Design rvx_dispatch_writeback, sky130hd; sources not shown.
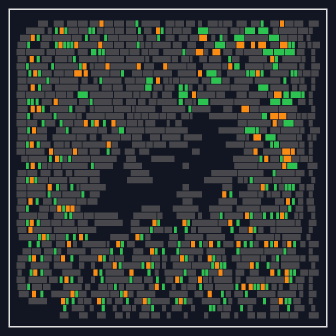
**Above:** gate families picked out.
| color | family | cells | most used | where |
|---|---|---|---|---|
| green | nand cells | 231 | nand2_1 | widely spread |
| orange | aoi and oai cells | 116 | a21oi_1 | widely spread |
Comb area share: 28.4%
most used logic cell in the final layout: nand2_1
post-route insts no fill: 1179

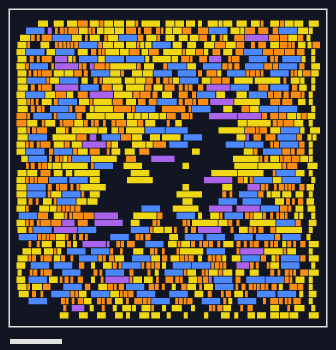
**Above:** cells colored by class.
Bar = 20 microns.
| color | class | cells | share of their area |
|---|---|---|---|
| yellow | remaining buffers and delay cells | 362 | 39% |
| orange | combinational and other logic | 487 | 29% |
| purple | clock drivers and dummy loads | 32 | 6.4% |
| blue | sequential cells | 122 | 25% |
fin util: 75.0%
Seq/total area: 24.6%
Core ar.: 13300 sq um
Rows: 42
fin area: 9980 sq um

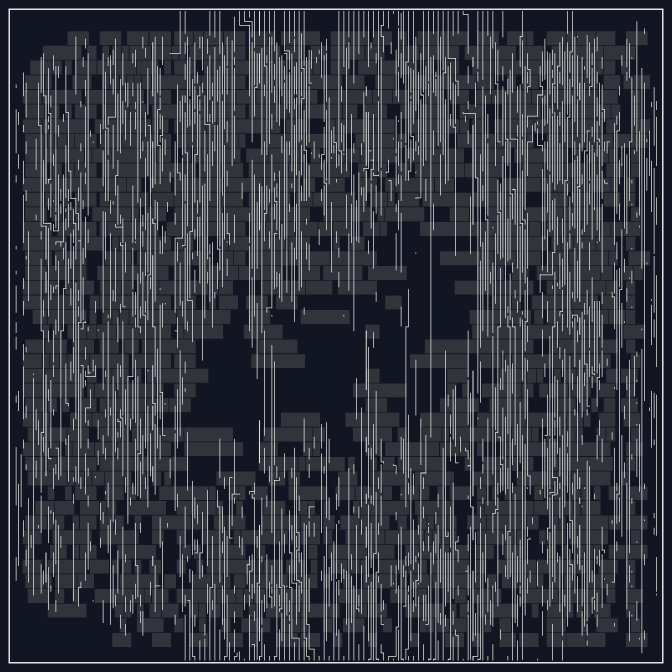
**Above:** M2 wires.
longest straight run: 70.4 microns
wire length on this layer: 10900 microns
drt total wl: 21300 microns
M2 GR Usage: 45.8%
detailed-route via count: 5922

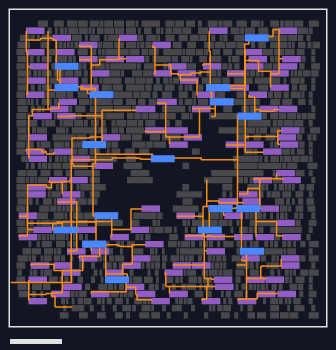
**Above:** clock wires, drivers and flops.
Bar = 20 microns.
[orange] clock wires | length: 1620 microns
[blue] clock drivers | count: 17
[purple] flip-flops | count: 122
routed clock nets: 18
flops lie: widely spread
P_clk: 0.00370 W
Clock Power Share: 50.0%
clk latency late pin: 0.41 ns
clock skew: 0.00449 ns

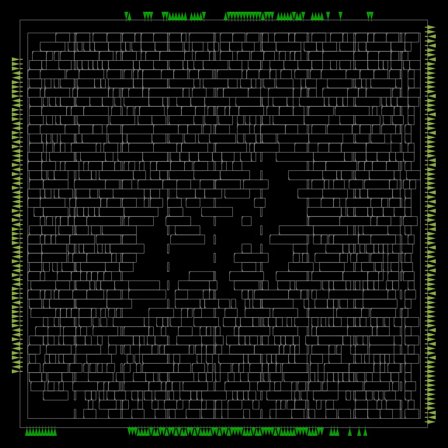
**Above:** cell placement.
tap cells: 176
# fillers: 932

==> flow_metrics.env <==
# source this file to load flow results
export IMPL_status="complete, but fails checks"
export IMPL_violations="setup timing"
export IMPL_worst_slack_ns=-0.0919
export IMPL_irDropWorstVdd_v=0.000642
export IMPL_path_clk_slew_ns=0.05
export IMPL_finalSetupViolCount=118
export IMPL_grt_setup_unrepaired="yes"
export IMPL_grt_pass1_wl_microns=29700
export IMPL_cts_buffer_depth=2
export IMPL_max_slew_margin_pct=80.4
export IMPL_rrSetupSlack_ns=-0.09
export IMPL_grt_pass1_vias=5652
export IMPL_io_buffer_count=275
export IMPL_insertedDiodeCount=0
export IMPL_nets=1123
export IMPL_min_period_ns=1.84
export IMPL_first_iter_violations=325
export IMPL_power_frac_comb_pct=10.3
export IMPL_grt_max_degree=57
export IMPL_finalMaxSlewViolations=0
export IMPL_wire_per_inst_microns=18.1
export IMPL_netlist_instances=701
export IMPL_cts_tree="yes"
export IMPL_synthArstFlopShare_pct=0
export IMPL_grt_usage_pct=26.6
export IMPL_yosysChipArea_sq_um=5320
export IMPL_seq_area_sq_um=2450
export IMPL_ios=286
export IMPL_postCtsHoldBufs=0
export IMPL_clock_sinks=122
export IMPL_layout_drive_gt1_share_pct=35.7
export IMPL_hp_class="in2reg"
export IMPL_reg2reg_depth=9
export IMPL_yosysWarnings=0
export IMPL_floorplanUtilization_pct=40.0
export IMPL_p_leak_nw=4.48
export IMPL_ys_cells=701
export IMPL_syn_area_sq_um=5320
export IMPL_seqPwrFrac_pct=39.7
export IMPL_routabilityCongestion=0.786
export IMPL_avgSynthCellArea_sq_um=7.59
export IMPL_cap_violations=0
export IMPL_finalPower_w=0.00740
export IMPL_hpwl_microns=10800
export IMPL_worstPathArrival_ns=2.13
export IMPL_synth_main_ff_cell="dfxtp_1"
export IMPL_fp_dieH_microns=121
export IMPL_die_area_sq_um=14600
export IMPL_worstHoldPathCells=2
export IMPL_endpoint_kind="flop"
export IMPL_edf_count=0
[through the flow]
| stage | setup TNS (ns) | hold slack, ns |
|---|---|---|
| after CTS | -9.00 | 0.138 |
| after global routing | -10.38 | 0.133 |
| after floorplan | 0 | 0.311 |
| after global placement | 0 | 0.437 |
| final | -4.72 | 0.146 |
| after detailed placement | 0 | 0.442 |
[repair_timing]
| action | in CTS | in global routing |
|---|---|---|
| setup endpoints to repair | 182 | 274 |
| pin swaps | 48 | 21 |
| cloned | 18 | 7 |
| buffers inserted | 33 | 11 |
| gates resized | 574 | 197 |
[placed cells by master, fill, tap and decap left out, drive strengths merged, types with 3 or more instances in the layout]
master	Yosys	final
buf	60	203
a21oi	114	114
clkdlybuf4s15	0	7
nor3	3	3
dlygate4sd2	0	21
and3	37	37
nand2	226	226
nor2	8	8
clkbuf	32	36
bufinv	0	3
and2	75	75
nand3	3	3
dfxtp	122	122
clkdlybuf4s50	0	121
[power groups by stage]
stage / Combinational (W) / Sequential [W] / Clock, W
floorplan: 0.000215 / 0.00297 / 0
global placement: 0.000546 / 0.00298 / 0
detailed placement: 0.000555 / 0.00298 / 0
CTS: 0.000710 / 0.00293 / 0.00371
global route: 0.000809 / 0.00295 / 0.00388
finish: 0.000762 / 0.00294 / 0.00370
[Yosys cell counts, types with 2 or more instances]
cell type | instances | share of area [%]
a21oi_1 | 114 | 11
a22o_1 | 2 | 0.33
and2_1 | 75 | 8.8
and3_1 | 37 | 4.3
buf_2 | 20 | 1.9
buf_4 | 39 | 5.5
clkbuf_1 | 31 | 2.2
dfxtp_1 | 122 | 46
inv_1 | 2 | 0.14
nand2_1 | 226 | 16
nand3_1 | 3 | 0.28
nand3b_1 | 2 | 0.28
nor2_1 | 8 | 0.56
nor3_1 | 2 | 0.19
o21ai_0 | 2 | 0.19
or3_1 | 2 | 0.24
xor2_1 | 2 | 0.33
[cells by family (layout without fill, tap and decap cells)]
| family | Yosys count | after routing | share of synthesized area [%] |
|---|---|---|---|
| adders and majority gates | 1 | 1 | 0.235 |
| and+or+nand+nor | 363 | 363 | 32.1 |
| xor gates and xnor gates | 3 | 3 | 0.494 |
| AOI/OAI and AO/OA | 118 | 118 | 11.2 |
| DFF | 122 | 122 | 45.9 |
| buffers and inverters | 94 | 396 | 10.0 |
[critical path: stages, from the launching register on]
cell     delay (ns)
dfxtp_2        0.34
buf_6          0.13
buf_6          0.12
buf_6          0.11
buf_6          0.11
or3b_4         0.49
buf_6          0.17
buf_16         0.14
nand2_2        0.06
a21oi_1        0.06
[cell type report]
type	count	area share, %
Clock inverter	6	1.08
Tap cell	176	2.21
Multi-Input combinational cell	485	28.4
Clock buffer	26	5.21
Sequential cell	122	24.6
Timing Repair Buffer	362	38.4
Inverter	2	0.151
[per-layer routing]
metal | global-route usage, % | wire, microns
met5 | 0 | 0
met1 | 29.1 | 8050
met3 | 7.78 | 1480
met2 | 45.8 | 10900
met4 | 15.0 | 855
Power and IR drop assume default switching activity.
